**Cell classes on the final placement**

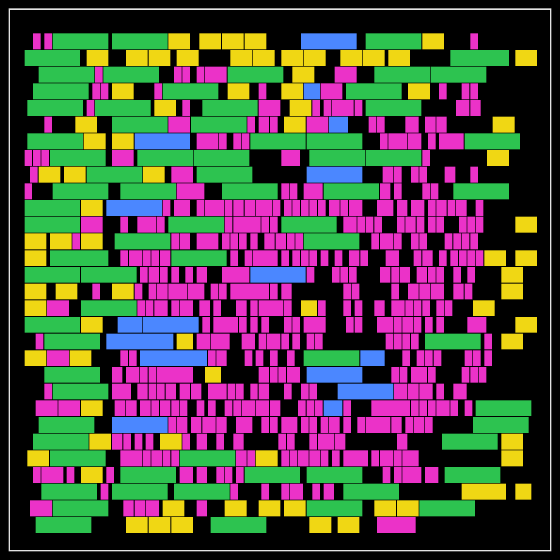
**Congestion heat map**

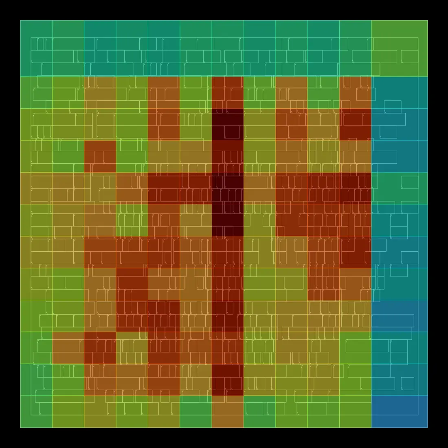
==> src/rtl/vga_timing_ctrl.sv <==
// VGA raster timing: pixel/line counters, syncs, visible-region decode and strobes.
// Start/stop requests take effect only on frame boundaries.
module vga_timing_ctrl #(
    parameter int   H_ACTIVE = 640,
    parameter int   H_FRONT  = 16,
    parameter int   H_SYNC   = 96,
    parameter int   H_BACK   = 48,
    parameter int   V_ACTIVE = 480,
    parameter int   V_FRONT  = 10,
    parameter int   V_SYNC   = 2,
    parameter int   V_BACK   = 33,
    parameter logic SYNC_POL = 1'b0
) (
    input  logic        clk,
    input  logic        rst_n,
    input  logic        pix_en,
    input  logic        run,
    output logic        running,
    output logic [15:0] hcount,
    output logic [15:0] vcount,
    output logic        hsync,
    output logic        vsync,
    output logic        video_on,
    output logic [15:0] x,
    output logic [15:0] y,
    output logic        line_start,
    output logic        frame_start
);

    localparam int H_TOTAL = H_ACTIVE + H_FRONT + H_SYNC + H_BACK;
    localparam int V_TOTAL = V_ACTIVE + V_FRONT + V_SYNC + V_BACK;

    localparam logic [15:0] H_LAST = 16'(H_TOTAL - 1);
    localparam logic [15:0] V_LAST = 16'(V_TOTAL - 1);
    localparam logic [15:0] H_VIS  = 16'(H_ACTIVE);
    localparam logic [15:0] V_VIS  = 16'(V_ACTIVE);
    localparam logic [15:0] HS_LO  = 16'(H_ACTIVE + H_FRONT);
    localparam logic [15:0] HS_HI  = 16'(H_ACTIVE + H_FRONT + H_SYNC);
    localparam logic [15:0] VS_LO  = 16'(V_ACTIVE + V_FRONT);
    localparam logic [15:0] VS_HI  = 16'(V_ACTIVE + V_FRONT + V_SYNC);

    typedef enum logic [1:0] {
        IDLE,
        ARM,
        RUN,
        DRAIN
    } state_t;

    state_t      state;
    state_t      state_nxt;
    logic [15:0] h_nxt;
    logic [15:0] v_nxt;
    logic [15:0] h_adv;
    logic [15:0] v_adv;
    logic        h_wrap;
    logic        v_wrap;
    logic        ls_nxt;
    logic        fs_nxt;
    logic        act_nxt;
    logic        hs_nxt;
    logic        vs_nxt;
    logic        von_nxt;

    assign h_wrap = (hcount == H_LAST);
    assign v_wrap = (vcount == V_LAST);
    assign h_adv  = h_wrap ? 16'd0 : hcount + 16'd1;
    assign v_adv  = !h_wrap ? vcount :
                    v_wrap  ? 16'd0  : vcount + 16'd1;

    always_comb begin
        state_nxt = state;
        h_nxt     = hcount;
        v_nxt     = vcount;
        ls_nxt    = 1'b0;
        fs_nxt    = 1'b0;
        unique case (state)
            IDLE: begin
                h_nxt = 16'd0;
                v_nxt = 16'd0;
                if (run) state_nxt = ARM;
            end
            ARM: begin
                h_nxt = 16'd0;
                v_nxt = 16'd0;
                if (!run) begin
                    state_nxt = IDLE;
                end else if (pix_en) begin
                    state_nxt = RUN;
                    ls_nxt    = 1'b1;
                    fs_nxt    = 1'b1;
                end
            end
            RUN: begin
                if (pix_en) begin
                    h_nxt  = h_adv;
                    v_nxt  = v_adv;
                    ls_nxt = h_wrap;
                    fs_nxt = h_wrap && v_wrap;
                end
                if (!run) state_nxt = DRAIN;
            end
            DRAIN: begin
                // Stop only on the advance that would begin a new frame.
                if (pix_en && h_wrap && v_wrap && !run) begin
                    state_nxt = IDLE;
                    h_nxt     = 16'd0;
                    v_nxt     = 16'd0;
                end else begin
                    if (pix_en) begin
                        h_nxt  = h_adv;
                        v_nxt  = v_adv;
                        ls_nxt = h_wrap;
                        fs_nxt = h_wrap && v_wrap;
                    end
                    if (run) state_nxt = RUN;
                end
            end
            default: state_nxt = IDLE;
        endcase
    end

    // Decode from next counter values so flags line up with registered counts.
    assign act_nxt = (state_nxt == RUN) || (state_nxt == DRAIN);
    assign hs_nxt  = act_nxt && (h_nxt >= HS_LO) && (h_nxt < HS_HI);
    assign vs_nxt  = act_nxt && (v_nxt >= VS_LO) && (v_nxt < VS_HI);
    assign von_nxt = act_nxt && (h_nxt < H_VIS) && (v_nxt < V_VIS);

    always_ff @(posedge clk or negedge rst_n) begin
        if (!rst_n) begin
            state       <= IDLE;
            running     <= 1'b0;
            hcount      <= 16'd0;
            vcount      <= 16'd0;
            hsync       <= ~SYNC_POL;
            vsync       <= ~SYNC_POL;
            video_on    <= 1'b0;
            x           <= 16'd0;
            y           <= 16'd0;
            line_start  <= 1'b0;
            frame_start <= 1'b0;
        end else begin
            state       <= state_nxt;
            running     <= (state_nxt != IDLE);
            hcount      <= h_nxt;
            vcount      <= v_nxt;
            hsync       <= hs_nxt ? SYNC_POL : ~SYNC_POL;
            vsync       <= vs_nxt ? SYNC_POL : ~SYNC_POL;
            video_on    <= von_nxt;
            x           <= von_nxt ? h_nxt : 16'd0;
            y           <= von_nxt ? v_nxt : 16'd0;
            line_start  <= ls_nxt;
            frame_start <= fs_nxt;
        end
    end

endmodule
==> config.mk <==
export PLATFORM = sky130hd
export DESIGN_NAME = vga_timing_ctrl
export DESIGN_NICKNAME = d
export VERILOG_FILES = /design/src/rtl/vga_timing_ctrl.sv
export SDC_FILE = /design/constraint.sdc
export NUM_CORES = 1
export LEC_CHECK = 0
export ABC_AREA = 1
export CORE_MARGIN = 2
export CORE_UTILIZATION = 55
export CTS_BUF_LIST = sky130_fd_sc_hd__clkbuf_16
export CTS_CLUSTER_DIAMETER = 120
export DETAILED_ROUTE_END_ITERATION = 16
export PLACE_DENSITY = 0.84
export SLEW_MARGIN = 30
export SYNTH_ARGS = -nofsm -noshare
export SYNTH_HDL_FRONTEND = slang
export SYNTH_SLANG_ARGS = --single-unit
==> constraint.sdc <==
create_clock -name clk -period 3.4 [get_ports clk]
set_input_delay 0.34 -clock clk [delete_from_list [all_inputs] [get_ports clk]]
set_output_delay 0.34 -clock clk [all_outputs]
set_load 0.05 [all_outputs]
==> impl_metrics.tcl <==
# yosys + openroad results
set metrics [dict create \
    status "finished, violations left" \
    violations "negative hold slack" \
    fin_cells 670 \
    clockPowerShare_pct 31.1 \
    power_density_mw_per_mm2 675 \
    seq_power_share_pct 32.8 \
    ys_warn_count 0 \
    cap_violations 0 \
    htreeDepth 3 \
    die_area_mm2 0.00775 \
    grt_max_degree 40 \
    io_pins 74 \
    slowest_stage "dfrtp_1" \
    post-route-min-period_ps 2850 \
    ys_sh_adder_pct 0.966 \
    drc 0 \
    top_area_cell "dfrtp_1" \
    grt_pass1_wl_mm 17.7 \
    place_inst 654 \
    hold_slack_ps -26.1 \
    hold_violations 37 \
    clk_pin_slew_worst_paths_ps 60 \
    grt_pass1_vias 3545 \
    worst_slack_ps 548 \
    slew_viol_final 0 \
    num_vias 3639 \
    p_leak_nw 2.36 \
    dr.pass1.iters 6 \
    rows 30 \
    warnings 27 \
    vias_per_cell 5.43 \
    tightest_slew_ps 611 \
    die-height_um 88.1 \
    ctsLongestPathBuffers 2 \
    yosys_cells 482 \
    post-place-ws_ps 357 \
    ys_types 35 \
    place.gp.congestion 0.973 \
    finalNetCount 576 \
    ys_sh_mux_pct 0 \
    finClkSkew_ps 4.81 \
    critPathKind "reg2reg" \
    clk_latency_ps 330 \
    post_cts_resized 0 \
    areaGrowthSynthToFinish_pct 30.4 \
    critPathMaxStageDelay_ps 440 \
    routedWlPerCell_um 16.3 \
    numClockSinks 72 \
    cts_tree "done" \
    worstPathArrival_ps 3040 \
    crit_fanout 20 \
    compound_area_share_pct 4.35 \
    finalSetupTns_ps 0 \
    antenna_found_initial 0 \
    crit_path_end_kind "flop" \
    syn_avg_cell_area_um2 8.06 \
    min_path_type "in2async" \
    top_logic_kind "simple AND/OR/NAND/NOR gates" \
    first_iter_violations 308 \
    synthTopCellsByArea "dfrtp_1 (45%), nand2_1 (11%), inv_1 (6.5%), nor2_1 (5.9%), nand3_1 (5.4%)" \
    cp_top_family "simple AND/OR/NAND/NOR gates" \
    switching_share_pct 42.4 \
]
Back to the opening pictures, 'cell classes on the final placement':
Blue stands for clock drivers and dummy loads, cells 16. Yellow stands for other buffers and delay cells, cells 77. Green stands for flip-flops, cells 72. Magenta stands for all other logic, cells 409.
final cell area excluding filler cells: 0.00507 mm^2
flop share of the area: 35.6%

Back to the opening pictures, 'congestion heat map':
final core occ: 74.2%
met1 Use GR: 38.6%
met3 Resource Use GR: 6.22%
Total Routing Usage GR: 30.4%

state kept, by name (all words and copies together) (netlist names):
register / flops
y: 16
vcount: 16
state: 2
running: 1
x: 16
hsync: 1
hcount: 16
video_on: 1
frame_start: 1
line_start: 1
vsync: 1
final timing paths:
path,from,end,slack [ps],cells past startpoint
max in group asynchronous,rst_n,hsync$_DFF_PN1_,2810,2
min reg2reg,hcount[15]$_DFF_PN0_,hcount[15]$_DFF_PN0_,690,3
max reg2reg,hcount[1]$_DFF_PN0_,y[3]$_DFF_PN0_,550,14
min in group clk,hcount[15]$_DFF_PN0_,hcount[15]$_DFF_PN0_,690,3
min,rst_n,running$_DFF_PN0_,-30,1
max,hcount[1]$_DFF_PN0_,y[3]$_DFF_PN0_,550,14
routing by layer:
metal	vias to the layer above	part of all wire [%]	global-route usage (%)
li1	1687	-	-
met1	1712	40	38.6
met2	195	49	48.8
met3	45	7.0	6.22
met4	0	3.8	16.8
met5	-	0	0
cells in the mapped netlist:
cell and n:
nand2_1 111, conb_1 1, dfrtp_1 70, nor2_2 8
nand3_2 1, nand2_4 1, xnor2_1 3, ha_1 3
nand3_4 3, nand4_1 13, o311ai_0 1, o211ai_1 4
nor2_1 61, a21oi_1 10, clkinv_1 1, nand2_2 7
buf_1 1, buf_2 5, buf_4 5, nor3_1 6
inv_1 67, dfstp_2 2, nor3_2 19, nor2_4 5
a21o_1 1, nand3_1 42, inv_2 4, o21bai_1 2
xor2_1 7, nand3b_1 2, o21ai_0 10, nor3_4 1
or2_2 2, buf_6 2, a22oi_1 1
logic make-up (layout without fill, tap and decap cells):
logic type / count (synthesis) / in the layout
buffers and inverters: 85 / 165
AOI/OAI and AO/OA: 29 / 29
xor gates and xnor gates: 10 / 10
and+or+nand+nor: 282 / 282
adders and majority gates: 3 / 3
DFF: 72 / 72
other: 1 / 13
power groups by stage:
stage / combinational (mW) / clock [mW] / sequential [mW]
after floorplan: 0.580 / 0 / 1.42
after global placement: 1.20 / 0 / 1.13
after detailed placement: 1.22 / 0 / 1.13
after CTS: 1.24 / 1.08 / 1.12
after global routing: 1.33 / 1.11 / 1.14
final: 1.24 / 1.06 / 1.12
cell type report:
type	count	area [um^2]	share of cell area (%)
tap	96	120	2.37
timing repair buffer	77	771	15.2
clock buffer	9	225	4.45
clock inverter	7	108	2.12
sequential	72	1800	35.6
multi-input combinational	337	1770	34.9
inverter	72	270	5.33
through the flow:
| stage | area, um^2 | power [mW] |
|---|---|---|
| after detailed placement | 4730 | 2.35 |
| after floorplan | 3930 | 2.00 |
| after global routing | 5070 | 3.58 |
| after global placement | 4730 | 2.33 |
| after CTS | 5060 | 3.43 |
| final | 5070 | 3.42 |
Power figures rest on the tool's default switching activity, not on a simulated workload.
